Figure 1. Supply network.
Bar = 50 um. Pins as bars on the die edge.
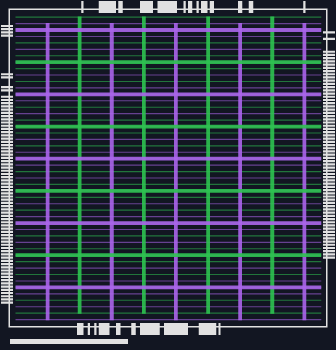
Figure 2. Cell classes on the final placement.
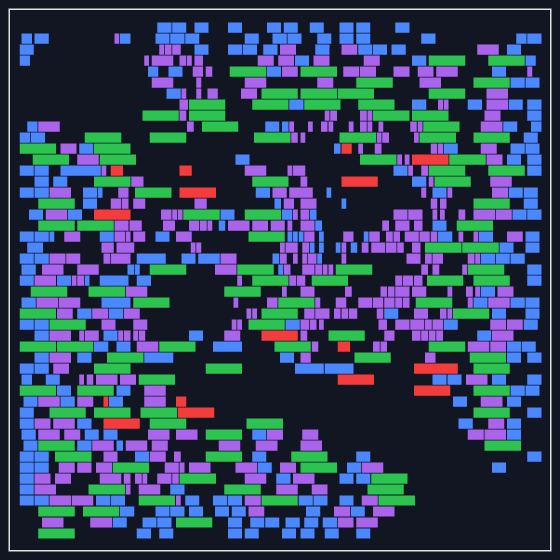
Figure 3. Clock network drawn from the DEF.
Bar = 50 um.
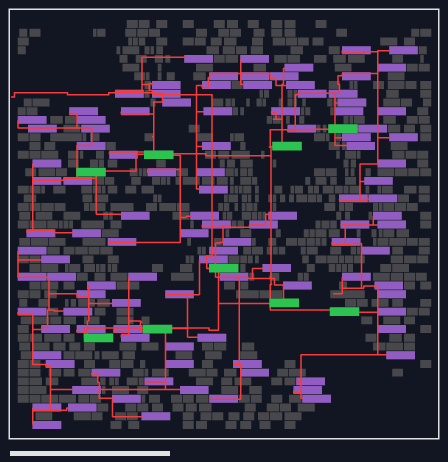
Figure 4. Routed metal, one colour a layer.
Bar = 50 um.
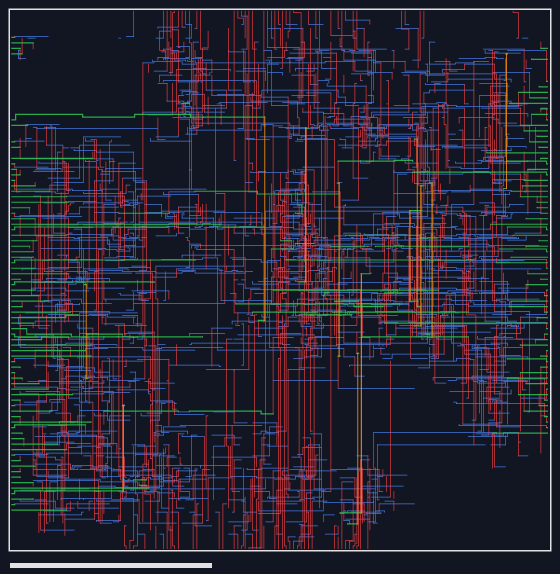
Figure 5. The clock network.
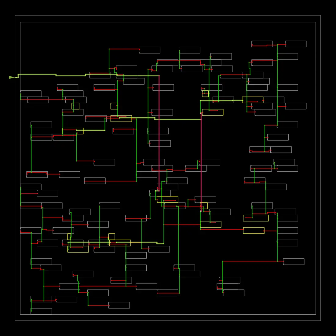
===== src/rtl/pipeline_mem_stage.sv =====
// Memory-access pipeline stage: issues loads/stores on a req/ack bus, aligns lanes, stalls while busy.
// Optional bus watchdog enabled by defining MEM_TIMEOUT_EN; addr_error/bus_error are registered one-cycle pulses.
module pipeline_mem_stage #(
    parameter int ADDR_WIDTH     = 32,
    parameter int DATA_WIDTH     = 32,
    parameter int REG_ADDR_WIDTH = 5,
    parameter int TIMEOUT_CYCLES = 255
) (
    input  logic                      clk,
    input  logic                      rst_n,
    input  logic                      flush,
    input  logic                      valid_in,
    input  logic                      mem_read,
    input  logic                      mem_write,
    input  logic [1:0]                mem_size,
    input  logic                      mem_unsigned,
    input  logic [ADDR_WIDTH-1:0]     alu_result,
    input  logic [DATA_WIDTH-1:0]     store_data,
    input  logic                      wb_in,
    input  logic [REG_ADDR_WIDTH-1:0] wb_addr_in,
    output logic                      wb_out,
    output logic [DATA_WIDTH-1:0]     data_out,
    output logic [REG_ADDR_WIDTH-1:0] wb_addr_out,
    output logic                      stall_req,
    output logic                      addr_error,
    output logic                      bus_error,
    output logic                      dmem_req,
    output logic                      dmem_we,
    output logic [ADDR_WIDTH-1:0]     dmem_addr,
    output logic [3:0]                dmem_be,
    output logic [DATA_WIDTH-1:0]     dmem_wdata,
    input  logic [DATA_WIDTH-1:0]     dmem_rdata,
    input  logic                      dmem_ack
);

    typedef enum logic [1:0] {
        IDLE = 2'd0,
        BUSY = 2'd1,
        RESP = 2'd2
    } state_t;

    state_t state_reg, state_next;

    logic                  dmem_req_reg;
    logic                  dmem_we_reg;
    logic [ADDR_WIDTH-1:0] dmem_addr_reg;
    logic [3:0]            dmem_be_reg;
    logic [DATA_WIDTH-1:0] dmem_wdata_reg;
    logic                  addr_error_reg;
    logic                  bus_error_reg;
    logic                  kill_reg;
    logic [1:0]            size_reg;
    logic [1:0]            off_reg;
    logic                  unsigned_reg;
    logic [DATA_WIDTH-1:0] load_data_reg;

    logic [3:0]            be_next;
    logic [DATA_WIDTH-1:0] wdata_next;
    logic [DATA_WIDTH-1:0] load_data_next;
    logic                  is_mem;
    logic                  size_half;
    logic                  size_word;
    logic                  misaligned;
    logic                  issue;
    logic                  timeout_hit;
    logic [7:0]            sel_byte;
    logic [15:0]           sel_half;
    logic [7:0]            rdata_byte [4];

    assign is_mem     = valid_in & (mem_read | mem_write);
    assign size_half  = (mem_size == 2'd1);
    assign size_word  = mem_size[1];
    assign misaligned = (size_half & alu_result[0]) | (size_word & (alu_result[1:0] != 2'b00));
    assign issue      = (state_reg == IDLE) & is_mem & ~misaligned & ~flush;

    // Store lanes are replicated so the memory only needs the byte enables.
    always_comb begin
        be_next    = 4'b1111;
        wdata_next = store_data;
        if (mem_size == 2'd0) begin
            be_next    = 4'b0001 << alu_result[1:0];
            wdata_next = {4{store_data[7:0]}};
        end else if (size_half) begin
            be_next    = alu_result[1] ? 4'b1100 : 4'b0011;
            wdata_next = {2{store_data[15:0]}};
        end
    end

    genvar gi;
    generate
        for (gi = 0; gi < 4; gi++) begin : g_lane
            assign rdata_byte[gi] = dmem_rdata[8*gi +: 8];
        end
    endgenerate

    assign sel_byte = rdata_byte[off_reg];
    assign sel_half = off_reg[1] ? dmem_rdata[31:16] : dmem_rdata[15:0];

    always_comb begin
        case (size_reg)
            2'd0:    load_data_next = {{(DATA_WIDTH-8){~unsigned_reg & sel_byte[7]}}, sel_byte};
            2'd1:    load_data_next = {{(DATA_WIDTH-16){~unsigned_reg & sel_half[15]}}, sel_half};
            default: load_data_next = dmem_rdata;
        endcase
    end

`ifdef MEM_TIMEOUT_EN
    localparam int CNT_W = ($clog2(TIMEOUT_CYCLES + 1) > 8) ? $clog2(TIMEOUT_CYCLES + 1) : 8;

    logic [CNT_W-1:0] wdog_cnt_reg;

    // An ack in the final watchdog cycle still wins over the timeout.
    assign timeout_hit = (state_reg == BUSY) & ~dmem_ack &
                         (wdog_cnt_reg == CNT_W'(TIMEOUT_CYCLES - 1));

    always_ff @(posedge clk or negedge rst_n) begin
        if (!rst_n) begin
            wdog_cnt_reg <= '0;
        end else if (issue) begin
            wdog_cnt_reg <= '0;
        end else if ((state_reg == BUSY) && !dmem_ack) begin
            wdog_cnt_reg <= wdog_cnt_reg + CNT_W'(1);
        end
    end
`else
    // No watchdog: the timeout condition is constant false, so BUSY waits for ack forever.
    assign timeout_hit = (TIMEOUT_CYCLES < 0);
`endif

    always_ff @(posedge clk or negedge rst_n) begin
        if (!rst_n) begin
            state_reg      <= IDLE;
            dmem_req_reg   <= 1'b0;
            dmem_we_reg    <= 1'b0;
            dmem_addr_reg  <= '0;
            dmem_be_reg    <= 4'b0000;
            dmem_wdata_reg <= '0;
            addr_error_reg <= 1'b0;
            bus_error_reg  <= 1'b0;
            kill_reg       <= 1'b0;
            size_reg       <= 2'd0;
            off_reg        <= 2'd0;
            unsigned_reg   <= 1'b0;
            load_data_reg  <= '0;
        end else begin
            state_reg      <= state_next;
            addr_error_reg <= (state_reg == IDLE) & is_mem & misaligned & ~flush;
            bus_error_reg  <= timeout_hit;
            case (state_reg)
                IDLE: begin
                    if (issue) begin
                        dmem_req_reg   <= 1'b1;
                        dmem_we_reg    <= mem_write;
                        dmem_addr_reg  <= {alu_result[ADDR_WIDTH-1:2], 2'b00};
                        dmem_be_reg    <= be_next;
                        dmem_wdata_reg <= wdata_next;
                        size_reg       <= mem_size;
                        off_reg        <= alu_result[1:0];
                        unsigned_reg   <= mem_unsigned;
                        kill_reg       <= 1'b0;
                    end
                end
                BUSY: begin
                    if (flush) begin
                        kill_reg <= 1'b1;
                    end
                    if (dmem_ack) begin
                        dmem_req_reg  <= 1'b0;
                        load_data_reg <= load_data_next;
                    end else if (timeout_hit) begin
                        dmem_req_reg  <= 1'b0;
                        load_data_reg <= '0;
                    end
                end
                RESP: begin
                    kill_reg <= 1'b0;
                end
                default: begin
                    kill_reg <= 1'b0;
                end
            endcase
        end
    end

    always_comb begin
        state_next  = state_reg;
        wb_out      = 1'b0;
        data_out    = alu_result;
        wb_addr_out = wb_addr_in;
        stall_req   = 1'b0;
        case (state_reg)
            IDLE: begin
                if (is_mem) begin
                    stall_req = issue;
                    if (issue) begin
                        state_next = BUSY;
                    end
                end else begin
                    wb_out = valid_in & wb_in & ~flush;
                end
            end
            BUSY: begin
                stall_req = 1'b1;
                if (dmem_ack || timeout_hit) begin
                    state_next = RESP;
                end
            end
            RESP: begin
                state_next = IDLE;
                if (bus_error_reg) begin
                    data_out = '0;
                end else if (!dmem_we_reg) begin
                    data_out = load_data_reg;
                end
                wb_out = wb_in & ~kill_reg & ~flush & ~bus_error_reg;
            end
            default: begin
                state_next = IDLE;
            end
        endcase
    end

    assign dmem_req   = dmem_req_reg;
    assign dmem_we    = dmem_we_reg;
    assign dmem_addr  = dmem_addr_reg;
    assign dmem_be    = dmem_be_reg;
    assign dmem_wdata = dmem_wdata_reg;
    assign addr_error = addr_error_reg;
    assign bus_error  = bus_error_reg;

endmodule


===== config.mk =====
export PLATFORM = sky130hd
export DESIGN_NAME = pipeline_mem_stage
export DESIGN_NICKNAME = d
export VERILOG_FILES = /design/src/rtl/pipeline_mem_stage.sv
export SDC_FILE = /design/constraint.sdc
export NUM_CORES = 1
export LEC_CHECK = 0
export CORE_MARGIN = 2
export CORE_UTILIZATION = 35
export DETAILED_ROUTE_END_ITERATION = 12
export GPL_TIMING_DRIVEN = 0
export HOLD_SLACK_MARGIN = 0.06
export PLACE_DENSITY = 0.72
export SLEW_MARGIN = 0
export SYNTH_ARGS = -nofsm -noshare
export SYNTH_HDL_FRONTEND = slang
export SYNTH_SLANG_ARGS = --single-unit

===== constraint.sdc =====
create_clock -name clk -period 5.4 [get_ports clk]
set_clock_uncertainty 0.1 [all_clocks]
set_input_delay 1.08 -clock clk [delete_from_list [all_inputs] [get_ports clk]]
set_output_delay 1.08 -clock clk [all_outputs]
set_load 0.05 [all_outputs]

==> Changelog: implementation <==
### Physical design

- Root Driver: clkbuf_16
- Hold Crit Class: register to register
- Max cap viols: 0
- Synth Warn #: 0
- CTS H-tree lvls: 3
- Asr flop ratio synth: 1.00
- Synth-to-Final Area Change: 46.1%
- Util after Layout: 0.520
- Crit. End Element: output pin
- Worst-margin pin slew: slightly below 0.8 ns
- FP Util: 0.356
- Gr usage total: 0.203
- XOR/XNOR Area Share: 0.00298
- Synth mux share: 0.301
- # resized after CTS: 0
- Slowest CP cell: clkdlybuf4s50_1
- Cell count along the critical path: 8
- Yosys reg bits: around 110
- Top power group: combinational logic
- Core footprint: approximately 17000 um^2
- Clock Pin Slew Worst Setup and Hold Paths: around 0.07 ns
- DP Wirelength: about 13000 um
- Sw Pwr: approximately 0.0016 W
- Worst EP required: around 4.2 ns
- Avg WL per Cell: just under 20 um
- Starting DRT DRC Count: 221
- Tcrit/Tclk final: 0.864
- Yosys Chip Area: about 5900 um^2
- Antenna viol nets, final: 0
- # nets final: 821
- Top logic family: multiplexers
- Pre-antenna DRT Iters: 4
- Chip Area: roughly 18000 um^2
- Leak: approximately 3.6 nW
- Top Layer Used: met4
- Met2 WL: 8450 um
- Initial antenna violation count: 0
- Final Instance Area: between 8000 and 9000 um^2
- Combinational power share: 0.474
- Critical R2R Launch: state_reg[0]
- Cell count after synthesis: between 400 and 500
- Sequential share of power: 0.345
- Chip height: 134 um
- RSZ-0062 raised after global routing: no
- CTS Hold Buffers Added: 0
- Rows: approximately 47
- Length in cells of the worst reg-to-reg path: 6
- Setup violations, final: 0
- Met3 usage: 0.0723
- Via/cell ratio: ~5.0
- Post-CTS Repair Setup Buffers: 0
- Pin count of the biggest net entering global routing: just over 70
- Worst setup slack for register-to-register paths: around 3.3 ns
- Critical path class: input pin to output pin
- Chip width: 134 um
- # DRC: 0
- Final wirelength: about 18000 um
- Aoi share: 0.0826
- Pint: ~0.0022 W
- Max IR drop VDD: 0.314 mV
- First-pass GRT wire length: roughly 28000 um
- Register share after synthesis: 0.464
- Cell area leaders: dfrtp_1, mux2_4, mux2_1, mux2i_1, nor2_1
- Remaining Overflow, GRT: 0
- CP top delay family: buffers and inverters
- Crit path capture: stall_req
- Vias in the first global route: about 5.0k
- Netlist Area Pre-Place: just under 6000 um^2
- Antenna cell count: 0
- Unique cell types: 48
- Port Buffer Count: about 210
- Post-synth EDFFs: 0
- Most frequent CP cell: clkdlybuf4s50_1
- Sequential Power: around 0.0013 W
- Ports: between 200 and 250
- Fa+ha+maj area frac: 0
- Post-synth top area cell: dfrtp_1
- GRT Max-Usage Layer: met2
- Pwr/cell area: 440 nW/um^2
- Fillers: ~1.4k
- Area leader share: 0.464
- Hold EP: dmem_addr[29]
- Dpl ws: between 0.7 and 0.8 ns
- And+or+nand+nor area frac: 0.0864
- Final hold violation count: 0
- CP max stage delay: roughly 0.80 ns
- Clk buf depth: 2
- Met1 wire length: 7430 um
- Max-slew violations: 0
- Sink Count: 109
- Status: completed
- Worst-path cell chain: clkdlybuf4s50_1, nor2_1, o2111ai_2, nor2b_4, buf_12, buf_8, nand2b_1, clkdlybuf4s50_1
- Worst Setup SP: flush
- Routing usage on met1: 0.250
- Met2 Use GR: 0.336
- Placer congestion estimate: 0.852
- Setup TNS: 0 ns
- Clock power frac: 0.181
- Slew margin rel.: 0.469
- Logic power comb: 0.00179 W
- Synth Flop Type: dfrtp_1
- CTS tree: built
- Sw Ratio: 0.419
- Startpoint types: input pin
- Worst Path Buf+Inv: 4
- Fin worst setup slack: around 0.74 ns
- Post-layout minimum cycle time: between 4 and 5 ns
- Post-DP Area: 8290 um^2
- Worst reg2reg endpoint: dmem_addr[26]
- Vias: ~4.7k
- Tool Warnings: 26
- # Cells Yosys: ~490
- Crit path max fanout: 10
Back to the opening pictures, Figure 1:
Key: VSS = purple; VDD = green
9 straps on met5. 9 straps on met4. The core has 47 rows. 223 signal pins sit on the boundary.

Back to the opening pictures, Figure 2:
Key: remaining logic cells = purple [cells 333, share of their area 34%]; remaining buffers and delay cells = blue [cells 256, share of their area 30%]; registers = green [cells 109, share of their area 33%]; clock drivers and dummy loads = red [cells 16, share of their area 3.6%]

Back to the opening pictures, Figure 3:
Key: clock-net drivers = green [count 9]; flip-flops = purple [count 109]; clock wires = red [length 1540 um]
Position of the flops: spread over the die.

Back to the opening pictures, Figure 4:
Key: M2 = red [wire length 8450 um]; M4 = orange [wire length 447 um]; M3 = green [wire length 1650 um]; M1 = blue [wire length 7430 um]

Back to the opening pictures, Figure 5:
Worst-Skew Late Latency: 0.35 ns
cts bufs inserted: 9
Power Clock: 0.000685 W
flip-flop and latch count: 109
clkbuf count: 10

## per-stage QoR
step | hold WS, ns | cells | power, W
2_1_floorplan | 0.363 | 487 | 0.00245
3_3_place_gp | 0.366 | 917 | 0.00307
3_5_place_dp | 0.368 | 918 | 0.00310
4_1_cts | 0.397 | 934 | 0.00382
5_1_grt | 0.418 | 934 | 0.00396
6_report | 0.391 | 934 | 0.00378
## cells in the final DEF, fill, tap and decap left out, drive strengths merged, types with 2 or more instances in the layout
cell type / netlist / layout
a211oi: 8 / 8
a21o: 2 / 2
a21oi: 27 / 27
a22oi: 2 / 2
buf: 30 / 32
clkbuf: 15 / 25
clkdlybuf4s50: 0 / 209
clkinvlp: 0 / 2
conb: 1 / 3
dfrtp: 109 / 109
inv: 3 / 5
mux2: 116 / 116
mux2i: 24 / 24
nand2: 29 / 29
nand2b: 10 / 10
nand3: 3 / 3
nand3b: 8 / 8
nor2: 40 / 40
nor2b: 2 / 2
nor3: 10 / 10
o21a: 2 / 2
o21ai: 26 / 26
o2bb2ai: 2 / 2
o41ai: 2 / 2
xnor2: 2 / 2
## synth_stat cells, types with 8 or more instances
cell      instances
a21oi_1          26
nand2_1          29
buf_2            10
nand2b_1         10
mux2_1           44
dfrtp_1         109
nor2_1           40
buf_4            10
a211oi_1          8
clkbuf_1         15
nor3_1           10
mux2i_1          24
o21ai_0          19
mux2_2           12
nand3b_1          8
mux2_4           60
## area by class of cell
cell class	count	area [um^2]	area share
Clock inverter	6	71.3	0.00831
Timing Repair Buffer	211	2130	0.248
Clock buffer	10	229	0.0267
Tap cell	220	275	0.0321
Multi-Input combinational cell	330	2790	0.325
Sequential cell	109	2730	0.318
Inverter	3	11.3	0.00131
Buffer	45	352	0.0409
Power figures rest on the tool's default switching activity, not on a simulated workload.
